$ cat src/rtl/frame_wr_addr_pkg.sv
// rtl/frame_wr_addr_pkg.sv - shared OV7670 frame-buffer constants and write FSM encoding
//
// Purpose : constants shared between the frame-buffer write and read address
//           generators so both ends agree on frame size and state encoding.
// Contents: wr_state_t (WR_IDLE, WR_CAPTURE, WR_DONE), WR_PIXELS_DEF (160x120),
//           HIGH / LOW / ZERO constants.
package frame_wr_addr_pkg;

    localparam int WR_PIXELS_DEF = 19200;

    localparam logic HIGH = 1'b1;
    localparam logic LOW  = 1'b0;
    localparam int   ZERO = 0;

    typedef enum logic [1:0] {
        WR_IDLE    = 2'd0,
        WR_CAPTURE = 2'd1,
        WR_DONE    = 2'd2
    } wr_state_t;

endpackage

$ cat src/rtl/frame_wr_addr_vsync_edge_det.sv
// rtl/frame_wr_addr_vsync_edge_det.sv - registered rising-edge detector for camera sync lines
//
// Purpose : keeps a one-cycle delayed copy of sig_i and flags sig_i & ~delayed.
//           The delay register updates every cycle regardless of the consumer's state.
// Ports   : clk_i   in  clock
//           reset_i in  synchronous reset, active-high
//           sig_i   in  level input, already synchronous to clk_i
//           rise_o  out high in the cycle sig_i is 1 and was 0 last cycle
module vsync_edge_det
    import frame_wr_addr_pkg::*;
(
    input  logic clk_i,
    input  logic reset_i,
    input  logic sig_i,
    output logic rise_o
);

    logic sig_d_q;
    logic sig_d_d;

    always_comb begin
        sig_d_d = sig_i;
    end

    always_ff @(posedge clk_i) begin
        if (reset_i) begin
            sig_d_q <= LOW;
        end else begin
            sig_d_q <= sig_d_d;
        end
    end

    assign rise_o = sig_i & ~sig_d_q;

endmodule

$ cat src/rtl/frame_wr_addr.sv
// rtl/frame_wr_addr.sv - OV7670 frame-buffer write-address generator
//
// Purpose : captures one frame of assembled pixels into BRAM starting at the
//           VSYNC rising edge, raises Frame_Available_o and holds the buffer
//           until the reader acknowledges with Mem_Ack_i.
// Ports   : Clk_i, Reset_i (sync, active-high), Vsync_i, Pixel_Valid_i,
//           Pixel_Data_i, Mem_Ack_i in; Wr_En_o, Wr_Addr_o, Wr_Data_o,
//           Frame_Available_o out; Frame_Drop_Cnt_o out when
//           FRAME_WR_DROP_CNT_EN is defined (counts frames dropped in DONE).
module frame_wr_addr
    import frame_wr_addr_pkg::*;
#(
    parameter int ADDR_W_P = 15,
    parameter int DATA_W_P = 8,
    parameter int PIXELS_P = WR_PIXELS_DEF
) (
    input  logic                Clk_i,
    input  logic                Reset_i,
    input  logic                Vsync_i,
    input  logic                Pixel_Valid_i,
    input  logic [DATA_W_P-1:0] Pixel_Data_i,
    input  logic                Mem_Ack_i,
    output logic                Wr_En_o,
    output logic [ADDR_W_P-1:0] Wr_Addr_o,
    output logic [DATA_W_P-1:0] Wr_Data_o,
`ifdef FRAME_WR_DROP_CNT_EN
    output logic [7:0]          Frame_Drop_Cnt_o,
`endif
    output logic                Frame_Available_o
);

    localparam int CNT_W = ADDR_W_P + 1;
    localparam logic [CNT_W-1:0] PIX_CNT  = CNT_W'(PIXELS_P);
    localparam logic [CNT_W-1:0] LAST_CNT = CNT_W'(PIXELS_P - 1);

    wr_state_t             state_q, state_d;
    logic [CNT_W-1:0]      count_q, count_d;
    logic                  wr_en_q, wr_en_d;
    logic [ADDR_W_P-1:0]   wr_addr_q, wr_addr_d;
    logic [DATA_W_P-1:0]   wr_data_q, wr_data_d;
    logic                  frame_avail_q, frame_avail_d;
    logic [CNT_W-1:0]      wr_idx;
    logic                  vs_rise;

    vsync_edge_det u_vsync_edge_det (
        .clk_i   (Clk_i),
        .reset_i (Reset_i),
        .sig_i   (Vsync_i),
        .rise_o  (vs_rise)
    );

    always_comb begin
        state_d       = state_q;
        count_d       = count_q;
        wr_en_d       = LOW;
        wr_addr_d     = wr_addr_q;
        wr_data_d     = wr_data_q;
        frame_avail_d = frame_avail_q;
        // A VSYNC edge mid-capture restarts the frame; a coincident pixel lands at 0.
        wr_idx        = vs_rise ? '0 : count_q;

        case (state_q)
            WR_IDLE: begin
                count_d       = '0;
                frame_avail_d = LOW;
                if (vs_rise) begin
                    state_d = WR_CAPTURE;
                end
            end
            WR_CAPTURE: begin
                frame_avail_d = LOW;
                if (Pixel_Valid_i && (wr_idx < PIX_CNT)) begin
                    wr_en_d   = HIGH;
                    wr_addr_d = wr_idx[ADDR_W_P-1:0];
                    wr_data_d = Pixel_Data_i;
                    count_d   = wr_idx + CNT_W'(1);
                    if (wr_idx == LAST_CNT) begin
                        state_d = WR_DONE;
                    end
                end else if (vs_rise) begin
                    count_d = '0;
                end
            end
            WR_DONE: begin
                // Buffer owned by the reader: pixels and VSYNC edges are dropped.
                frame_avail_d = HIGH;
                if (Mem_Ack_i) begin
                    frame_avail_d = LOW;
                    state_d       = WR_IDLE;
                end
            end
            default: begin
                state_d       = WR_IDLE;
                count_d       = '0;
                wr_addr_d     = '0;
                wr_data_d     = '0;
                frame_avail_d = LOW;
            end
        endcase
    end

    always_ff @(posedge Clk_i) begin
        if (Reset_i) begin
            state_q       <= WR_IDLE;
            count_q       <= '0;
            wr_en_q       <= LOW;
            wr_addr_q     <= '0;
            wr_data_q     <= '0;
            frame_avail_q <= LOW;
        end else begin
            state_q       <= state_d;
            count_q       <= count_d;
            wr_en_q       <= wr_en_d;
            wr_addr_q     <= wr_addr_d;
            wr_data_q     <= wr_data_d;
            frame_avail_q <= frame_avail_d;
        end
    end

`ifdef FRAME_WR_DROP_CNT_EN
    logic [7:0] drop_cnt_q, drop_cnt_d;

    always_comb begin
        drop_cnt_d = drop_cnt_q;
        if ((state_q == WR_DONE) && vs_rise && (drop_cnt_q != 8'hFF)) begin
            drop_cnt_d = drop_cnt_q + 8'd1;
        end
    end

    always_ff @(posedge Clk_i) begin
        if (Reset_i) begin
            drop_cnt_q <= '0;
        end else begin
            drop_cnt_q <= drop_cnt_d;
        end
    end

    assign Frame_Drop_Cnt_o = drop_cnt_q;
`endif

    assign Wr_En_o           = wr_en_q;
    assign Wr_Addr_o         = wr_addr_q;
    assign Wr_Data_o         = wr_data_q;
    assign Frame_Available_o = frame_avail_q;

endmodule

$ cat config.mk
export PLATFORM = sky130hd
export DESIGN_NAME = frame_wr_addr
export DESIGN_NICKNAME = d
export VERILOG_FILES = /design/src/rtl/frame_wr_addr_pkg.sv /design/src/rtl/frame_wr_addr_vsync_edge_det.sv /design/src/rtl/frame_wr_addr.sv
export SDC_FILE = /design/constraint.sdc
export NUM_CORES = 1
export LEC_CHECK = 0
export CAP_MARGIN = 20
export CORE_ASPECT_RATIO = 1.75
export CORE_UTILIZATION = 46
export DETAILED_ROUTE_END_ITERATION = 10
export PLACE_DENSITY = 0.85
export SYNTH_ARGS = -nofsm -noshare
export SYNTH_HDL_FRONTEND = slang
export SYNTH_SLANG_ARGS = --single-unit
$ cat constraint.sdc
create_clock -name Clk_i -period 2.5 [get_ports Clk_i]
set_clock_uncertainty 0.15 [all_clocks]
set_input_delay 0.5 -clock Clk_i [delete_from_list [all_inputs] [get_ports Clk_i]]
set_output_delay 0.5 -clock Clk_i [all_outputs]
set_load 0.02 [all_outputs]
logic_types.png
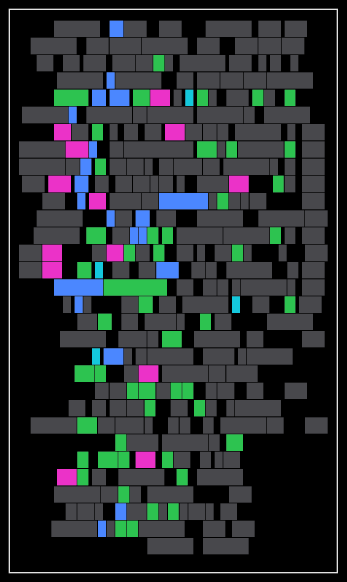
family	colour	cells
inv cells	cyan	4
non-inverting ao/oa cells	magenta	13
aoi and oai cells	green	49
nor cells	blue	20

power_grid.png
Pins as bars on the die edge.
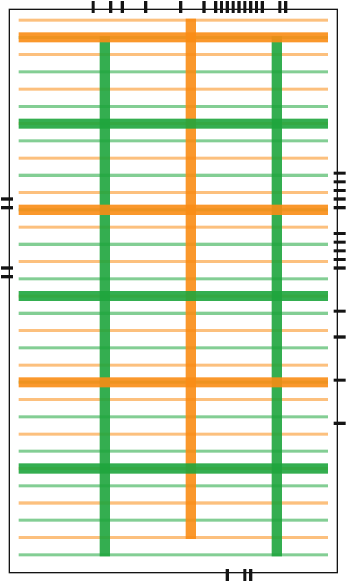
net	colour
VSS	green
VDD	orange
signal pins	38
rows	31
met5 straps	6
met1 rails	32
met4 straps	3
Die Wd: 51.51 um
Core ar.: 0.004111 mm2

==> results.txt <==
impl run done, here's what came out: Worst IR Drop VDD=0.0004435 V, Synth Area in XOR/XNOR=0.8878%, drt via density=5.983, Total GRT Usage=26.29%, ys async rst share=0%, Simple-Gate Area Share=28.60%, Worst Path Arrival=2.64 ns, Initial DRT Pass Iterations=4, first-pass GRT wire length=8976 um, metal3 WL=259 um, Routed met1 length=2237 um, most frequent logic cell in the layout=dfxtp_1, initial antenna violation count=0, Ys Warns=0, syn_nets=246, post-place setup slack=-0.2523 ns, # IOs=38, highest metal used=met4, detailed router's first-iteration violation count=93, Root Driver=clkbuf_8, failing checks=negative setup slack, Top logic family=simple AND/OR/NAND/NOR gates, Top cells excl fill/tap=dfxtp_1 (44), clkdlybuf4s50_1 (37), buf_4 (34), post-route ant nets=0, crit path kind=input pin to register, PD cells=around 500 mW/mm2, max-slew violations=0, Synth top cells by count=dfxtp_1 (44), nand2_1 (32), a21oi_1 (22), Fmax=385.9 MHz, Synth flops=44, vias in the first global route=1931, Tmin final=2.591 ns, chip area line of the yosys report=0.001973 mm2, Port-buffer cells=37, headroom to the max-slew limit=64.38%, Seq share, synth=44.64%, htree depth=2, HP Class=register to register, layout cell share with drive strength beyond 1=18.92%, Worst Tran Pin Value=0.5323 ns, HPWL Detailed=4209 um, hold_buf cts=0, row count=31, Setup WS post-layout=-0.09140 ns, Num CTS Buffers=5, tool warning count=28, met2 WL=3032 um, Top-area cell share=about 45%, largest net degree at the start of global routing=22, drt drc=0, Crit. End Element=register, Max-cap violations=0, Adder Area Share=less than 1%, WL per Instance=16.82 um, Detailed Route WL=5802 um, sum of negative setup slack=-0.09140 ns, FP Util=47.99%, final worst-path cycle share=103.7%, Placer Congestion=0.9776, Cell Type Count=45, dominant synthesized flop cell=dfxtp_1, post-synthesis cell area=0.001973 mm2, CTS sink count=44, Crit Path Max Fanout=3, area grow syn2layout=39.89%, DP Area=0.002618 mm2, fin nets=309, setup bufs post-CTS=0, Finished Layout Cells=345, Die Size=0.004566 mm2, mux share=0%, # Cells Yosys=between 200 and 250, Avg Inst Size Synth=8.505 um2, gr ovfl total=0, Mapped Cells=232, via count=2064, Critical Path RT=2.55 ns, cell count after placement=337, CTS tree=done, overall power=1.386 mW, Startpoint Class=input pin, CTS clk-pin slew, worst paths=0.08 ns, status=finished with violations, Worst-Skew Late Latency=roughly 0.3 ns, Hold WS=0.3026 ns, Post-CTS Resized=0, Max clock buf depth=2, top cells, area=dfxtp_1 (45%), nand2_1 (6.1%), a21oi_1 (5.6%), nand3_1 (5.3%), a22o_1 (3.1%), Diodes inserted=0, final setup violating endpoints=1, leading area contributor after synthesis=dfxtp_1, Synth top cell by count=dfxtp_1, cell area after layout=0.002760 mm2, Fin. Hold Viols=0, aoi share=between 20% and 30%, Post-synth EDFFs=0, Pleak=1.047 nW
flops_by_reg.png
Other sequential cells in the stronger grey, the rest of the logic in the fainter grey.
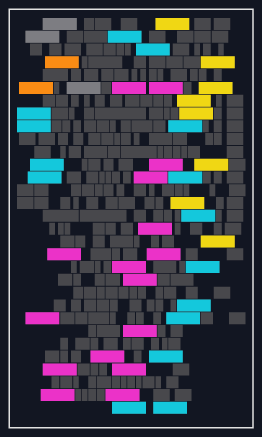
netlist name	colour	flops
state_q	orange	2
count_q	magenta	16
Wr_Data_o	yellow	8
Wr_Addr_o	cyan	15
sequential power: 0.711 mW
sequential share of cell area: 31.91%
Storage cell area: 880.8 um2
Layout Utilization: 67.13%

==> area by class of cell <==
| class | count | area [um2] |
|---|---|---|
| Tap cell | 49 | 61.31 |
| Multi-Input combinational cell | 168 | 1046 |
| Clock buffer | 5 | 68.82 |
| Fill cell | 344 | 1351 |
| Clock inverter | 3 | 42.54 |
| Inverter | 4 | 15.01 |
| Timing Repair Buffer | 72 | 645.6 |
| Sequential cell | 44 | 880.8 |
==> state kept, by name (all words and copies together) (netlist names) <==
register,count
Wr_En_o,1
state_q,2
Wr_Addr_o,15
count_q,16
Wr_Data_o,8
u_vsync_edge_det.sig_d_q,1
Frame_Available_o,1
==> power by group <==
group          internal, mW  leakage (nW)  switching (mW)  total, mW
clock network         0.296        0.0541           0.246      0.542
logic                0.0596         0.638          0.0736      0.133
registers             0.706         0.355         0.00510      0.711
total                  1.06          1.05           0.325       1.39
==> final timing paths <==
| check | from | endpoint | slack [ns] | depth (start not counted) |
|---|---|---|---|---|
| setup / recovery | Vsync_i | count_q[12] | -0.09 | 8 |
| hold / removal | Wr_Addr_o[2] | Wr_Addr_o[2] | 0.30 | 2 |
| setup reg to reg | count_q[12] | count_q[12] | 0.09 | 6 |
| hold reg to reg | Wr_Addr_o[2] | Wr_Addr_o[2] | 0.30 | 2 |
==> layer usage <==
metal / global-route usage [%] / up-vias
met5: 0 / -
met4: 14.99 / 0
met3: 3.608 / 29
met2: 46.99 / 100
met1: 28.90 / 967
li1: - / 968
==> critical path, cell delays in order <==
cell             delay [ns]
clkdlybuf4s50_1        0.47
nor2b_2                0.21
buf_4                  0.14
and4bb_2               0.28
nor4b_1                0.32
and3_1                 0.29
o21ai_0                0.15
a22o_1                 0.27
No activity file was given, so power comes from the tool's default toggle rates.
